<file path="config.mk">
export PLATFORM = sky130hd
export DESIGN_NAME = dmem_arbiter
export DESIGN_NICKNAME = d
export VERILOG_FILES = /design/src/rtl/dmem_arbiter_pkg.sv /design/src/rtl/dmem_arbiter_rr_arb2.sv /design/src/rtl/dmem_arbiter.sv
export SDC_FILE = /design/constraint.sdc
export NUM_CORES = 1
export LEC_CHECK = 0
export ABC_AREA = 1
export CAP_MARGIN = 30
export CORE_MARGIN = 2
export CORE_UTILIZATION = 50
export CTS_BUF_LIST = sky130_fd_sc_hd__clkbuf_8 sky130_fd_sc_hd__clkbuf_16
export CTS_CLUSTER_DIAMETER = 120
export DETAILED_ROUTE_END_ITERATION = 12
export DONT_BUFFER_PORTS = 1
export PLACE_DENSITY = 0.64
export SYNTH_ARGS = -nofsm -noshare
export SYNTH_HDL_FRONTEND = slang
export SYNTH_SLANG_ARGS = --single-unit
</file>
<file path="constraint.sdc">
create_clock -name clk -period 2 [get_ports clk]
set_clock_uncertainty 0.15 [all_clocks]
set_input_delay 0.3 -clock clk [delete_from_list [all_inputs] [get_ports clk]]
set_output_delay 0.3 -clock clk [all_outputs]
set_load 0.005 [all_outputs]
</file>
<file path="src/rtl/dmem_arbiter_pkg.sv">
// Shared definitions for the data-memory arbiter: FSM state encodings and port identifiers.
package dmem_arbiter_pkg;

  typedef enum logic [2:0] {
    ST_IDLE    = 3'd0,
    ST_SETUP   = 3'd1,
    ST_ACCESS  = 3'd2,
    ST_CAPTURE = 3'd3,
    ST_DONE    = 3'd4
  } arb_state_e;

  localparam logic PORT_CORE = 1'b0;
  localparam logic PORT_DBG  = 1'b1;

endpackage

</file>
<file path="src/rtl/dmem_arbiter_rr_arb2.sv">
// Two-request round-robin picker: with both requests pending, the port that was not served last wins.
module rr_arb2
  import dmem_arbiter_pkg::*;
(
  input  logic [1:0] req_i,
  input  logic       last_i,
  output logic       grant_id_o,
  output logic       any_o
);

  always_comb begin
    any_o = |req_i;
    if (&req_i) begin
      grant_id_o = ~last_i;
    end else if (req_i[1]) begin
      grant_id_o = PORT_DBG;
    end else begin
      grant_id_o = PORT_CORE;
    end
  end

endmodule

</file>
<file path="src/rtl/dmem_arbiter.sv">
// Shares the single-port data memory between the core (port 0) and debug loader (port 1),
// sequencing every access through SETUP, ACCESS, CAPTURE and DONE with fully registered outputs.
module dmem_arbiter
  import dmem_arbiter_pkg::*;
#(
  parameter int ADDR_W = 7,
  parameter int DATA_W = 8
) (
  input  logic              clk,
  input  logic              rst,
  input  logic              p0_req,
  input  logic              p0_we,
  input  logic [ADDR_W-1:0] p0_addr,
  input  logic [DATA_W-1:0] p0_wdata,
  output logic              p0_gnt,
  output logic              p0_done,
  input  logic              p1_req,
  input  logic              p1_we,
  input  logic [ADDR_W-1:0] p1_addr,
  input  logic [DATA_W-1:0] p1_wdata,
  output logic              p1_gnt,
  output logic              p1_done,
  output logic [DATA_W-1:0] rdata,
  output logic              busy,
  output logic              mem_read,
  output logic              mem_write,
  output logic [ADDR_W-1:0] mem_line,
  output logic [DATA_W-1:0] mem_in,
  input  logic [DATA_W-1:0] mem_out
);

  arb_state_e        state_q, state_d;
  logic              we_q, we_d;
  logic [ADDR_W-1:0] addr_q, addr_d;
  logic [DATA_W-1:0] wdata_q, wdata_d;
  logic              win_q, win_d;
  logic              last_q, last_d;
  logic [DATA_W-1:0] rdata_q, rdata_d;
  logic [ADDR_W-1:0] line_q, line_d;
  logic [DATA_W-1:0] memIn_q, memIn_d;
  logic              rd_q, rd_d, wr_q, wr_d;
  logic              gnt0_q, gnt0_d, gnt1_q, gnt1_d;
  logic              done0_q, done0_d, done1_q, done1_d;
  logic              busy_q, busy_d;
  logic              grantId;
  logic              anyReq;

  rr_arb2 u_rr (
    .req_i      ({p1_req, p0_req}),
    .last_i     (last_q),
    .grant_id_o (grantId),
    .any_o      (anyReq)
  );

  // Outputs are derived from the next state so they line up with the state they describe.
  always_comb begin
    state_d = state_q;
    we_d    = we_q;
    addr_d  = addr_q;
    wdata_d = wdata_q;
    win_d   = win_q;
    last_d  = last_q;
    rdata_d = rdata_q;
    unique case (state_q)
      ST_IDLE: begin
        if (anyReq) begin
          state_d = ST_SETUP;
          win_d   = grantId;
          if (grantId == PORT_DBG) begin
            we_d    = p1_we;
            addr_d  = p1_addr;
            wdata_d = p1_wdata;
          end else begin
            we_d    = p0_we;
            addr_d  = p0_addr;
            wdata_d = p0_wdata;
          end
        end
      end
      ST_SETUP:   state_d = ST_ACCESS;
      ST_ACCESS:  state_d = ST_CAPTURE;
      ST_CAPTURE: begin
        state_d = ST_DONE;
        if (!we_q) rdata_d = mem_out;
      end
      ST_DONE: begin
        state_d = ST_IDLE;
        last_d  = win_q;
      end
      default:    state_d = ST_IDLE;
    endcase

    rd_d    = (state_d == ST_ACCESS) && !we_d;
    wr_d    = (state_d == ST_ACCESS) && we_d;
    line_d  = (state_d == ST_SETUP) ? addr_d : line_q;
    memIn_d = ((state_d == ST_SETUP) && we_d) ? wdata_d : memIn_q;
    busy_d  = (state_d != ST_IDLE);
    gnt0_d  = busy_d && (win_d == PORT_CORE);
    gnt1_d  = busy_d && (win_d == PORT_DBG);
    done0_d = (state_d == ST_DONE) && (win_d == PORT_CORE);
    done1_d = (state_d == ST_DONE) && (win_d == PORT_DBG);
  end

  // Reset parks the pointer on port 1 so the core wins the first contention.
  always_ff @(posedge clk or posedge rst) begin
    if (rst) begin
      state_q <= ST_IDLE;
      we_q    <= 1'b0;
      addr_q  <= '0;
      wdata_q <= '0;
      win_q   <= PORT_CORE;
      last_q  <= PORT_DBG;
      rdata_q <= '0;
      line_q  <= '0;
      memIn_q <= '0;
      rd_q    <= 1'b0;
      wr_q    <= 1'b0;
      gnt0_q  <= 1'b0;
      gnt1_q  <= 1'b0;
      done0_q <= 1'b0;
      done1_q <= 1'b0;
      busy_q  <= 1'b0;
    end else begin
      state_q <= state_d;
      we_q    <= we_d;
      addr_q  <= addr_d;
      wdata_q <= wdata_d;
      win_q   <= win_d;
      last_q  <= last_d;
      rdata_q <= rdata_d;
      line_q  <= line_d;
      memIn_q <= memIn_d;
      rd_q    <= rd_d;
      wr_q    <= wr_d;
      gnt0_q  <= gnt0_d;
      gnt1_q  <= gnt1_d;
      done0_q <= done0_d;
      done1_q <= done1_d;
      busy_q  <= busy_d;
    end
  end

  assign p0_gnt    = gnt0_q;
  assign p1_gnt    = gnt1_q;
  assign p0_done   = done0_q;
  assign p1_done   = done1_q;
  assign rdata     = rdata_q;
  assign busy      = busy_q;
  assign mem_read  = rd_q;
  assign mem_write = wr_q;
  assign mem_line  = line_q;
  assign mem_in    = memIn_q;

endmodule

</file>
Placement by cell class:
The bar under the picture is 20 µm long. Fill, decap, tap and diode cells in gray.
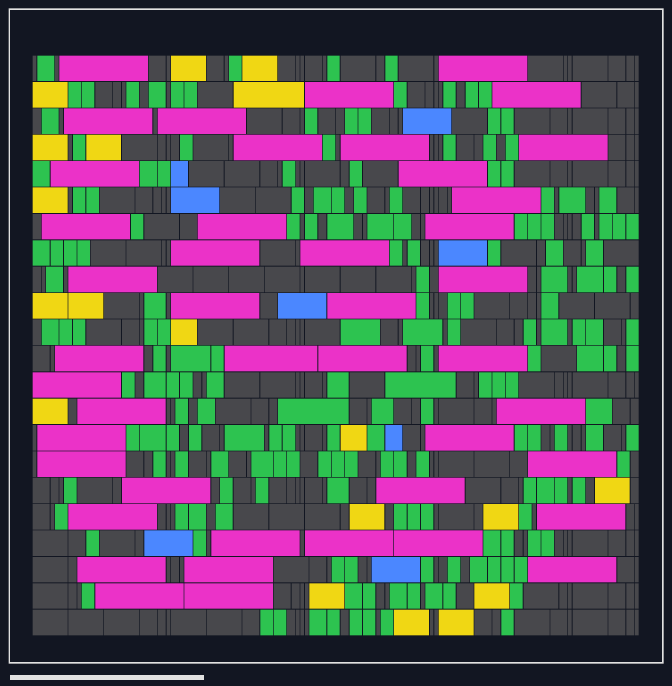
| class | color | cells | share of their area |
|---|---|---|---|
| clock drivers and dummy loads | blue | 8 | 4.1% |
| other buffers and delay cells | yellow | 19 | 8.7% |
| all other logic | green | 186 | 38% |
| flip-flops | magenta | 44 | 49% |

Clock network drawn from the DEF:
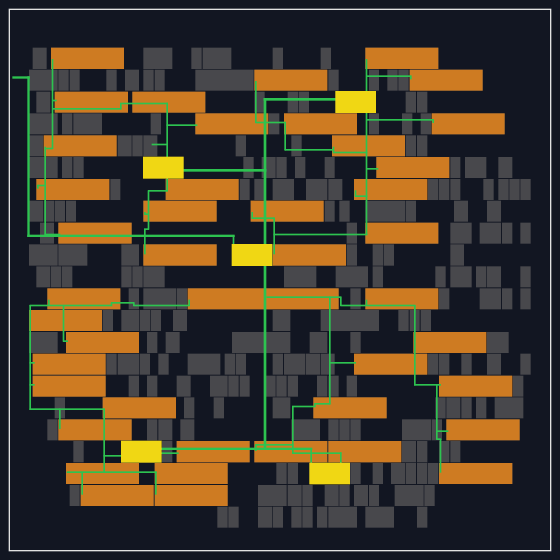
[cells driving clock nets] yellow | count: 5
[clock wires] green | length: 469 µm
[flip-flops] orange | count: 44
routed clock nets: 6
flops lie: all over the die

==> flow_summary_export.csv <==
group,metric,value,unit
yosys,ys_seq_frac,0.552,
pwr,powerComb,1.09,mW
clock_tree,cts_tree,"done",
grt,grt-busiest-layer,"met2",
sta,setup_viol,0,
clock_tree,clk_pin_slew,80,ps
worst_setup_path,rr_worst_depth,8,
cells_and_area,nNonClkInverters,22,
yosys,fp_nets,280,
clock_tree,clockBufferDepth,2,
pwr,combPwrFrac,0.336,
clock_tree,cts_setup_buffers,0,
placed_design,dpl_cell_area,2040,µm²
yosys,yosys_area,2000,µm²
drt,ant_nets,0,
drt,drt_iter0_drc,102,
cells_and_area,area_growth,14.9,%
cells_and_area,fin_nets,300,
cells_and_area,drive_gt1_frac,0.109,
floorplanning,die_area,4520,µm²
worst_setup_path,r2r_slack,290,ps
worst_setup_path,crit_buf_inv,2,
drt,num_vias,1516,
status,status,"finished, final reports clean",
floorplanning,fp_util,0.534,
clock_tree,cts_resized,0,
drt,dr.pass1.iters,4,
yosys,yosysWarningCount,0,
sta,hold-worst-slack,103,ps
placed_design,placed_cells_incl_taps,281,
sta,max_freq,586,MHz
pwr,power,3.25,mW
yosys,top_cell,"nand2_1",
worst_setup_path,crit_required,2050,ps
worst_setup_path,critPathArrivalTime,1750,ps
sta,slew_headroom,0.728,
grt,grt_pass1_vias,1417,
pwr,vdd_drop_max,813,µV
placed_design,routabilityCongestion,0.861,
No activity file was given, so power comes from the tool's default toggle rates.
